Fig. 1: run 1, supply network
Scale bar: 10 um. Pins as bars on the die edge.
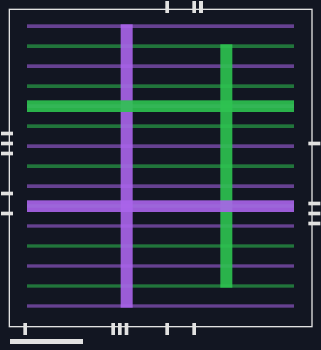
Fig. 2: run 1, cells colored by class
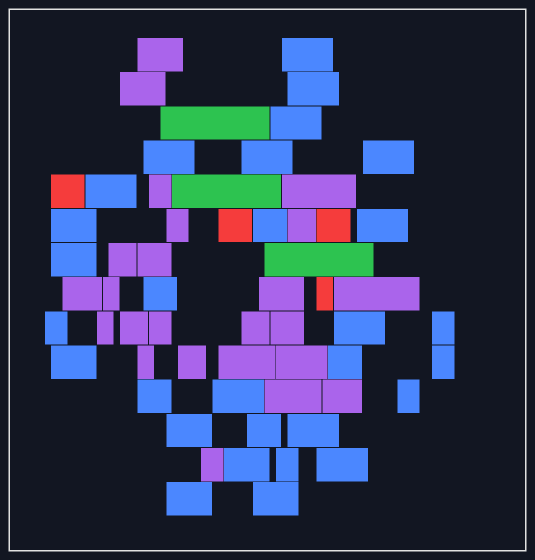
Fig. 3: run 1, routed clock nets over the placement
Scale bar: 10 um.
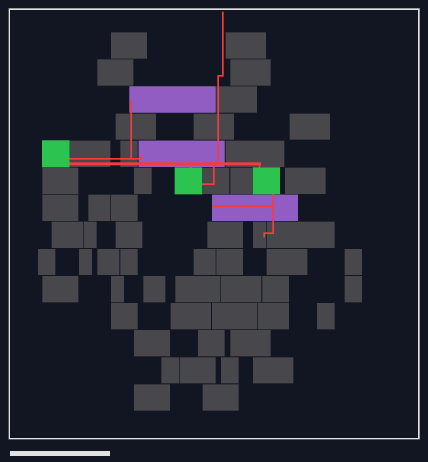
===== config.mk =====
export PLATFORM = sky130hd
export DESIGN_NAME = fib_controller_flat
export DESIGN_NICKNAME = d
export VERILOG_FILES = /design/src/rtl/fib_controller_if.sv /design/src/rtl/fib_controller.sv /design/src/flat_wrapper.sv
export SDC_FILE = /design/constraint.sdc
export NUM_CORES = 1
export LEC_CHECK = 0
export CORE_AREA = 2 2 39 41
export DETAILED_ROUTE_END_ITERATION = 16
export DIE_AREA = 0 0 41 43
export PLACE_DENSITY = 0.6
export SLEW_MARGIN = 0
export SYNTH_ARGS = -nofsm -noshare
export SYNTH_HDL_FRONTEND = slang
export SYNTH_SLANG_ARGS = --single-unit

===== constraint.sdc =====
create_clock -name clock -period 1 [get_ports clock]
set_input_delay 0.2 -clock clock [delete_from_list [all_inputs] [get_ports clock]]
set_output_delay 0.2 -clock clock [all_outputs]
set_load 0.01 [all_outputs]

===== src/rtl/fib_controller_if.sv =====
// Control/handshake bundle between the requester, the Fibonacci datapath and fib_controller.
// cycle_count exists only when FIB_CTRL_CYCLE_COUNT_EN is defined.
interface fib_controller_if #(
    parameter int NWIDTH   = 5,
    parameter int CYCWIDTH = 8
);
    // Handshake: the requester raises start with N and holds both until done=1,
    // then drops start; a new request needs start=0 for at least one cycle.
    logic              start;
    logic [NWIDTH-1:0] N;
    logic              zero;
    logic              load_regs;
    logic              add_regs;
    logic              shift_regs;
    logic              decr_c;
    logic              busy;
    logic              done;
    logic [2:0]        state_dbg;
`ifdef FIB_CTRL_CYCLE_COUNT_EN
    logic [CYCWIDTH-1:0] cycle_count;

    modport master (
        output start, N, zero,
        input  load_regs, add_regs, shift_regs, decr_c, busy, done, state_dbg, cycle_count
    );

    modport slave (
        input  start, N, zero,
        output load_regs, add_regs, shift_regs, decr_c, busy, done, state_dbg, cycle_count
    );
`else
    modport master (
        output start, N, zero,
        input  load_regs, add_regs, shift_regs, decr_c, busy, done, state_dbg
    );

    modport slave (
        input  start, N, zero,
        output load_regs, add_regs, shift_regs, decr_c, busy, done, state_dbg
    );
`endif
endinterface


===== src/rtl/fib_controller.sv =====
// Moore FSM sequencing the Fibonacci datapath (load, then TEST/ADD/SHIFT until zero).
// Optional busy-cycle counter enabled by FIB_CTRL_CYCLE_COUNT_EN.
module fib_controller #(
    parameter int NWIDTH   = 5,
    parameter int CYCWIDTH = 8
) (
    input  logic             clock,
    input  logic             reset_n,
    fib_controller_if.slave  bus
);

    typedef enum logic [2:0] {
        S_IDLE  = 3'd0,
        S_LOAD  = 3'd1,
        S_TEST  = 3'd2,
        S_ADD   = 3'd3,
        S_SHIFT = 3'd4,
        S_DONE  = 3'd5
    } state_t;

    state_t state;
    state_t state_next;

    logic load_regs_c;
    logic add_regs_c;
    logic shift_regs_c;
    logic decr_c_c;
    logic busy_c;
    logic done_c;

    always_ff @(posedge clock) begin
        if (!reset_n) begin
            state <= S_IDLE;
        end else begin
            state <= state_next;
        end
    end

    // Outputs depend only on the registered state; inputs only steer state_next.
    always_comb begin
        state_next   = state;
        load_regs_c  = 1'b0;
        add_regs_c   = 1'b0;
        shift_regs_c = 1'b0;
        decr_c_c     = 1'b0;
        busy_c       = 1'b0;
        done_c       = 1'b0;
        case (state)
            S_IDLE: begin
                if (bus.start) begin
                    if (bus.N < NWIDTH'(2)) begin
                        state_next = S_DONE;
                    end else begin
                        state_next = S_LOAD;
                    end
                end
            end
            S_LOAD: begin
                load_regs_c = 1'b1;
                busy_c      = 1'b1;
                state_next  = S_TEST;
            end
            S_TEST: begin
                busy_c = 1'b1;
                if (bus.zero) begin
                    state_next = S_DONE;
                end else begin
                    state_next = S_ADD;
                end
            end
            S_ADD: begin
                add_regs_c = 1'b1;
                busy_c     = 1'b1;
                state_next = S_SHIFT;
            end
            S_SHIFT: begin
                shift_regs_c = 1'b1;
                decr_c_c     = 1'b1;
                busy_c       = 1'b1;
                state_next   = S_TEST;
            end
            S_DONE: begin
                done_c = 1'b1;
                if (!bus.start) begin
                    state_next = S_IDLE;
                end
            end
            default: begin
                state_next = S_IDLE;
            end
        endcase
    end

    assign bus.load_regs  = load_regs_c;
    assign bus.add_regs   = add_regs_c;
    assign bus.shift_regs = shift_regs_c;
    assign bus.decr_c     = decr_c_c;
    assign bus.busy       = busy_c;
    assign bus.done       = done_c;
    assign bus.state_dbg  = state;

`ifdef FIB_CTRL_CYCLE_COUNT_EN
    logic [CYCWIDTH-1:0] cycle_count_q;

    // The start edge itself is counted so the value seen in DONE equals the
    // start-to-done latency; a direct IDLE->DONE request leaves it at 0.
    always_ff @(posedge clock) begin
        if (!reset_n) begin
            cycle_count_q <= '0;
        end else if (state == S_IDLE && state_next != S_IDLE) begin
            cycle_count_q <= (state_next == S_LOAD) ? CYCWIDTH'(1) : '0;
        end else if (busy_c && cycle_count_q != {CYCWIDTH{1'b1}}) begin
            cycle_count_q <= cycle_count_q + CYCWIDTH'(1);
        end
    end

    assign bus.cycle_count = cycle_count_q;
`endif

endmodule


===== src/flat_wrapper.sv =====
// flat-port wrapper written by rule: the top's interface ports become plain ports
module fib_controller_flat 
#(
    parameter int NWIDTH   = 5,
    parameter int CYCWIDTH = 8
)
  (clock, reset_n, bus_start, bus_N, bus_zero, bus_load_regs, bus_add_regs, bus_shift_regs, bus_decr_c, bus_busy, bus_done, bus_state_dbg);
  fib_controller_if #(.NWIDTH(NWIDTH), .CYCWIDTH(CYCWIDTH)) bus_i ();
  input  logic clock;
  input  logic reset_n;
  input wire logic [$bits(bus_i.start)-1:0] bus_start;
  input wire logic [$bits(bus_i.N)-1:0] bus_N;
  input wire logic [$bits(bus_i.zero)-1:0] bus_zero;
  output wire logic [$bits(bus_i.load_regs)-1:0] bus_load_regs;
  output wire logic [$bits(bus_i.add_regs)-1:0] bus_add_regs;
  output wire logic [$bits(bus_i.shift_regs)-1:0] bus_shift_regs;
  output wire logic [$bits(bus_i.decr_c)-1:0] bus_decr_c;
  output wire logic [$bits(bus_i.busy)-1:0] bus_busy;
  output wire logic [$bits(bus_i.done)-1:0] bus_done;
  output wire logic [$bits(bus_i.state_dbg)-1:0] bus_state_dbg;
  assign bus_i.start = bus_start;
  assign bus_i.N = bus_N;
  assign bus_i.zero = bus_zero;
  assign bus_load_regs = bus_i.load_regs;
  assign bus_add_regs = bus_i.add_regs;
  assign bus_shift_regs = bus_i.shift_regs;
  assign bus_decr_c = bus_i.decr_c;
  assign bus_busy = bus_i.busy;
  assign bus_done = bus_i.done;
  assign bus_state_dbg = bus_i.state_dbg;
  fib_controller #(.NWIDTH(NWIDTH), .CYCWIDTH(CYCWIDTH)) u_core (.clock(clock), .reset_n(reset_n), .bus(bus_i));
endmodule

==> impl_metrics.tcl, run 1 <==
# flow metrics
set metrics [dict create \
    yosys-stat-cells 31 \
    p_leak_nw 0.263 \
    internal-power_uw 440 \
    async_flop_share_pct 0 \
    cpMaxStageDelayCell "dfxtp_4" \
    synth.top_cell.area_share_pct 25.5 \
    route.met2.wl_um 467 \
    htreeDepth 1 \
    cts_tree "yes" \
    crit_type "register to output port" \
    place_hpwl_um 513 \
    pin_count 18 \
    met1_length_um 325 \
    antenna_left 0 \
    vias_per_cell 4.24 \
    synthFlopType "dfxtp_1" \
    ys_area_sq_um 235 \
    worst_slew_pin_slew_ns 0.188 \
    rsz0062_at_grt "true" \
    p_seq_uw 151 \
    ir_worst_vdd_mv 0.775 \
    cp-startpoint "u_core.bus.state_dbg[0]$_SDFFE_PN0P_" \
    end_kind "output port" \
    dpl.cell_count 65 \
    finalSetupViolations 12 \
    cp_num_buf_inv 2 \
    finalMaxSlewViolations 0 \
    path_cells "buf_6, and3b_2, buf_6" \
    synthToLayoutAreaGrowth_pct 147 \
    slowest_delay_ns 0.36 \
    instances_no_fill 76 \
    setup_ws_ns -0.245 \
    dieArea_sq_um 1760 \
    grt_overflow_total 0 \
    r2r_setup_slack_ns -0.17 \
    drt_wl_total_um 863 \
    globalRouteMet2Util_pct 18.1 \
    top_layer_used "met3" \
    pre_cts_ws_ns -0.465 \
    crit_cells 3 \
    finalHoldWorstSlack_ns 0.643 \
    fin_crit_sh_pct 124 \
    drive_gt1_share_pct 63.3 \
    pwr-share-seq_pct 24.2 \
    endpoint "bus_done" \
    nNetsFinal 70 \
    power.group.top "combinational cells" \
    grtUsageTotal_pct 12.4 \
    most_common_cell "nor2_1" \
    drt-initial-drc-count 4 \
    portBuffers 16 \
    p_total_uw 624 \
    cts_sinks 3 \
    violations "negative setup slack" \
    ys_warn_count 0 \
    synth-edff-count 0 \
    grt_max_degree 8 \
    ys_types 18 \
    grt-busiest-layer "met2" \
    hold_path.class "primary input to register" \
    wl_per_cell_um 11.4 \
    path_max_fanout 6 \
    r2r-start "u_core.bus.state_dbg[0]$_SDFFE_PN0P_" \
    grt_pass1_vias 314 \
    path_clk_slew_ns 0.04 \
    reg2reg_to "u_core.bus.state_dbg[1]$_SDFFE_PN0P_" \
    p_per_area_nw_per_um2 1070 \
    common_cells "5 x nor2_1, 4 x nor3b_1, 3 x dfxtp_1" \
    cts-root-buf "clkbuf_4" \
    fp.dieH_um 43 \
    timing.max_slew.rel_slack_pct 87.4 \
    dpl_cell_area_sq_um 443 \
    setup_tns_ns -1.82 \
    numSynthFlops 3 \
    drc 0 \
    p_sw_share_pct 29.6 \
    drt_first_pass_iters 2 \
    fp_util_pct 17.0 \
    pwr-share-comb_pct 41.5 \
    reg2reg_depth 4 \
    worstPathArrival_ns 1.04 \
    cts-buffers-inserted 3 \
    final_area_sq_um 582 \
    status "finished, violations left" \
    netSwitchingPower_uw 185 \
    openroad.warnings 30 \
    required_ns 0.80 \
]
## Picture notes: Fig. 1
net	color
VDD	green
VSS	purple
met4 straps	2
rows	14
met5 straps	2

## Picture notes: Fig. 2
class	color	cells	share of their area
flip-flops	green	3	13%
all other logic	purple	24	35%
clock drivers and dummy loads	red	4	4.7%
other buffers and delay cells	blue	29	48%
final core utilization: 42.0%
core area: 1380 sq um
Seq area share: 12.3%
Site Rows: 14

## Picture notes: Fig. 3
[flip-flops] purple | count: 3
[cells driving clock nets] green | count: 3
[clock wires] red | length: 72.6 um
routed clock nets	4
clk_skew: 0.000226 ns
P_clk: 214 uW
Insertion Delay late pin: 0.23 ns
Clk pwr share: 34.3%

## run 1: cells in the final DEF (no fill, tap or decap), types with 2 or more instances in the layout
master           count
dfxtp_4              3
buf_4                5
clkdlybuf4s50_1      7
nor2_2               2
buf_6               12
buf_2                5
nor3b_2              2
nor2_1               2
clkbuf_4             3
## run 1: what timing repair did
item	4_1_cts	5_1_grt
gates resized	58	6
setup buffers	6	2
pin swaps	5	1
hold endpoints to repair	0	0
endpoints found under the setup margin	12	12
## run 1: area by class of cell
type / instances / area (sq um)
flip-flops and latches: 3 / 71.3
clock buffers: 4 / 26.3
repair buffers: 29 / 268
fillers: 153 / 802
well taps: 16 / 20.0
multi-input cells: 24 / 196
## run 1: how the worst min path moves through the flow
stage | from | end | slack (ns) | depth (start not counted)
final | bus_start | u_core.bus.state_dbg[0]$_SDFFE_PN0P_ | 0.64 | 3
after global routing | bus_start | u_core.bus.state_dbg[0]$_SDFFE_PN0P_ | 0.64 | 3
after CTS | bus_start | u_core.bus.state_dbg[0]$_SDFFE_PN0P_ | 0.60 | 3
after detailed placement | u_core.bus.state_dbg[2]$_SDFFE_PN0P_ | u_core.bus.state_dbg[2]$_SDFFE_PN0P_ | 0.70 | 4
after global placement | u_core.bus.state_dbg[2]$_SDFFE_PN0P_ | u_core.bus.state_dbg[2]$_SDFFE_PN0P_ | 0.68 | 4
after floorplan | bus_start | u_core.bus.state_dbg[2]$_SDFFE_PN0P_ | 0.33 | 2
## run 1: tightest hold or removal path, stage by stage
cell             delay, ns
clkdlybuf4s50_1       0.49
nand2_2               0.08
a21boi_1              0.05
## run 1: cell families after synthesis
kind of cell           count (synthesis)  synth area share, %
buffers and inverters                  4                 13.3
flip-flops                             3                 25.5
AND/OR/NAND/NOR                       17                 41.0
XOR/XNOR                               1                 3.72
AND-OR/OR-AND                          6                 16.5
Fig. 4: run 1, clock wiring as the flow saved it
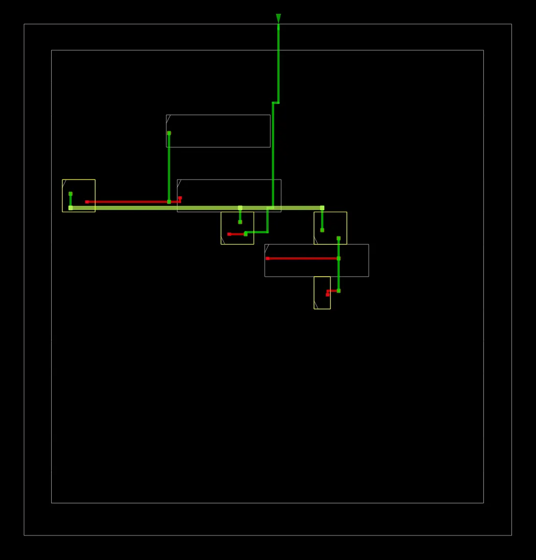

==> run 1 -> run 2 <==
==> constraint.sdc (replaced) <==
create_clock -name clock -period 1 [get_ports clock]
set_input_delay 0.1 -clock clock [delete_from_list [all_inputs] [get_ports clock]]
set_output_delay 0.1 -clock clock [all_outputs]
set_load 0.01 [all_outputs]
Fig. 5: run 2, clock wiring as the flow saved it
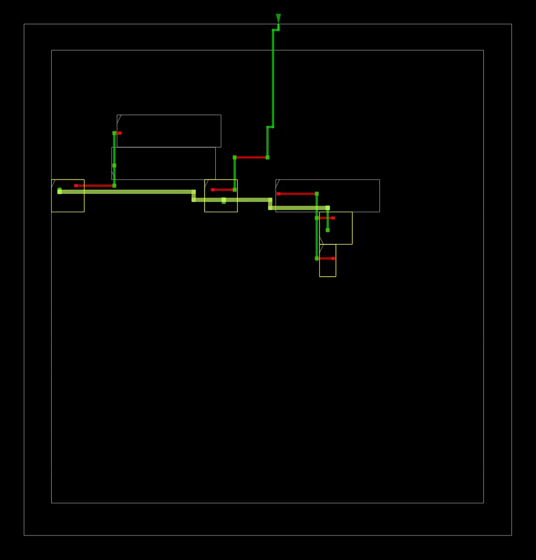
flop count: 3
CTS Buf Count: 3

Fig. 6: run 2, metal layers overlaid
Scale bar: 10 um.
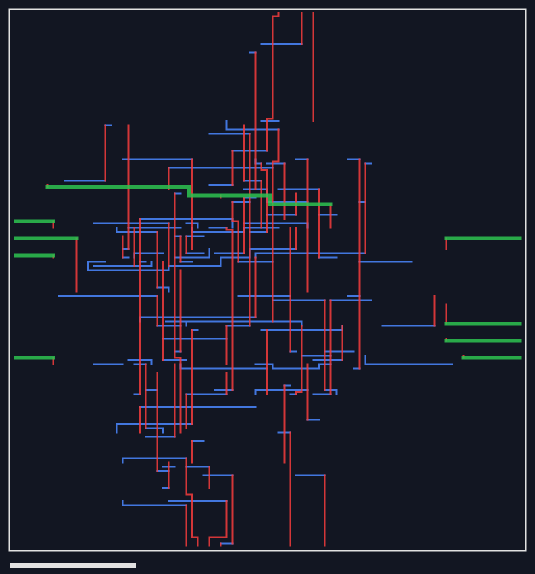
layer	color	wire length
met1	blue	314 um
met2	red	385 um
met3	green	59.8 um

==> run 2 against run 1 <==
The run still ends with negative setup slack left. Sequential share of layout area is 0.55 points higher. Design area decreased by 4.3%. Worst setup slack better by 0.090 ns. Power shrank 2.5%. Core utilization fell by 1.8 points. Die area unchanged. Combinational power down 3%. Fmax up 7.8%. Wire length is 12% lower. Synthesized area unchanged. Clock skew increased by 0.0021 ns. Critical endpoint is now u_core.bus.state_dbg[2]$_SDFFE_PN0P_.
==> impl_metrics.tcl, run 2 <==
# flow metrics
set metrics [dict create \
    status "finished, violations left" \
    violations "negative setup slack" \
    p_total_uw 609 \
    clkLatencyLatePin_ns 0.23 \
    drc 0 \
    finClkSkew_ns 0.00231 \
    wl_per_cell_um 9.97 \
    grt_overflow_total 0 \
    dieArea_sq_um 1760 \
    cpLargestDelayFamily "flip-flops" \
    finalSetupViolations 9 \
    grt_max_degree 8 \
    instances_no_fill 76 \
    rsz0062_at_grt "true" \
    worst_slew_pin_slew_ns 0.184 \
    crit_cells 6 \
    vias_per_cell 4.29 \
    core_sq_um 1380 \
    synthFlopType "dfxtp_1" \
    synth-edff-count 0 \
    cts_tree "yes" \
    fp_util_pct 17.0 \
    largest_reg_flops 3 \
    drt-initial-drc-count 0 \
    worstPathArrival_ns 1.27 \
    synth.top_cell.area_share_pct 25.5 \
    ys_types 18 \
    portBuffers 16 \
    p_per_area_nw_per_um2 1090 \
    rows 14 \
    cp_num_buf_inv 3 \
    cp-startpoint "u_core.bus.state_dbg[1]$_SDFFE_PN0P_" \
    ys_warn_count 0 \
    min_from "bus_start" \
    cpMaxStageDelayCell "dfxtp_4" \
    r2r-start "u_core.bus.state_dbg[1]$_SDFFE_PN0P_" \
    hold_path.class "primary input to register" \
    end_kind "register" \
    pin_count 18 \
    path_clk_slew_ns 0.04 \
    path_cells "buf_6, buf_6, buf_6, nor3b_2, a31oi_1, o21ai_1" \
    path_max_fanout 4 \
    timing.max_slew.rel_slack_pct 87.7 \
    crit_type "register to register" \
    openroad.warnings 29 \
    path_common_cell "buf_6" \
    grt_pass1_vias 291 \
    cts_sinks 3 \
    antenna_left 0 \
    endpoint "u_core.bus.state_dbg[2]$_SDFFE_PN0P_" \
    drive_gt1_share_pct 55.0 \
    ys_area_sq_um 235 \
    fin_crit_sh_pct 115 \
    htreeDepth 1 \
    async_flop_share_pct 0 \
    dpl.cell_count 64 \
    diodes 0 \
    most_common_cell "nor2_1" \
    p_leak_nw 0.264 \
    setup_ws_ns -0.155 \
    drt_wl_total_um 758 \
    utilization_pct 40.2 \
    place_hpwl_um 480 \
    pre_cts_ws_ns -0.353 \
    lay_top_cells "10 x buf_6, 7 x clkdlybuf4s50_1, 6 x buf_2" \
    reg2reg_depth 6 \
    finalMaxSlewViolations 0 \
    drt_first_pass_iters 1 \
    r2r_setup_slack_ns -0.15 \
    ys_seq_share_pct 25.5 \
    ir_worst_vdd_mv 0.775 \
    hold_end "u_core.bus.state_dbg[0]$_SDFFE_PN0P_" \
    numSynthFlops 3 \
    synthToLayoutAreaGrowth_pct 137 \
    slowest_delay_ns 0.34 \
    gp_congestion 0.744 \
    required_ns 1.12 \
    reg2reg_to "u_core.bus.state_dbg[2]$_SDFFE_PN0P_" \
    layout_top_cell "buf_6" \
    holdPathStages 3 \
    nNetsFinal 70 \
    cts-root-buf "clkbuf_4" \
    common_cells "5 x nor2_1, 4 x nor3b_1, 3 x dfxtp_1" \
    yosys-stat-cells 31 \
    fp.dieH_um 43 \
    grtUsageTotal_pct 10.6 \
]
run 2: where the power goes:
group | switching, mW | total (mW) | internal [mW]
logic | 0.0932 | 0.251 | 0.157
registers | 0.0181 | 0.148 | 0.130
clock network | 0.0605 | 0.210 | 0.149
run 2: kinds of logic (layout without fill, tap and decap cells):
| logic type | after synthesis | count (layout) | share of synthesized area (%) |
|---|---|---|---|
| AND/OR/NAND/NOR | 17 | 17 | 41.0 |
| flip-flops | 3 | 3 | 25.5 |
| AND-OR/OR-AND | 6 | 6 | 16.5 |
| XOR/XNOR | 1 | 1 | 3.72 |
| buffers and inverters | 4 | 33 | 13.3 |
run 2: area by class of cell:
type | count | area (sq um)
Fill cell | 147 | 827
Timing Repair Buffer | 29 | 259
Multi-Input combinational cell | 24 | 180
Sequential cell | 3 | 71.3
Clock buffer | 4 | 26.3
Tap cell | 16 | 20.0
run 2: tightest hold or removal path, stage by stage:
cell	delay (ns)
clkdlybuf4s50_1	0.45
nand2_1	0.08
a21boi_1	0.05
run 2: routing by layer:
layer / global-route usage (%) / vias to the layer above / part of all wire [%]
li1: - / 165 / -
met2: 14.4 / 11 / 51
met3: 6.28 / 0 / 7.8
met1: 13.4 / 150 / 41
met5: 0 / - / 0
met4: 4.00 / 0 / 0
run 2: what timing repair did:
item                       4_1_cts  5_1_grt
pin swaps                        2        2
setup endpoints to repair       11       10
resized                         52        3
setup buffers                    8        1
run 2: metrics by stage:
step | cell area [sq um] | hold WS [ns] | setup TNS, ns
floorplan | 259 | 0.227 | 0
global placement | 435 | 0.652 | -2.45
detailed placement | 435 | 0.636 | -2.54
CTS | 549 | 0.479 | -1.12
global route | 557 | 0.505 | -1.47
finish | 557 | 0.498 | -1.04
No activity file was given, so power comes from the tool's default toggle rates.
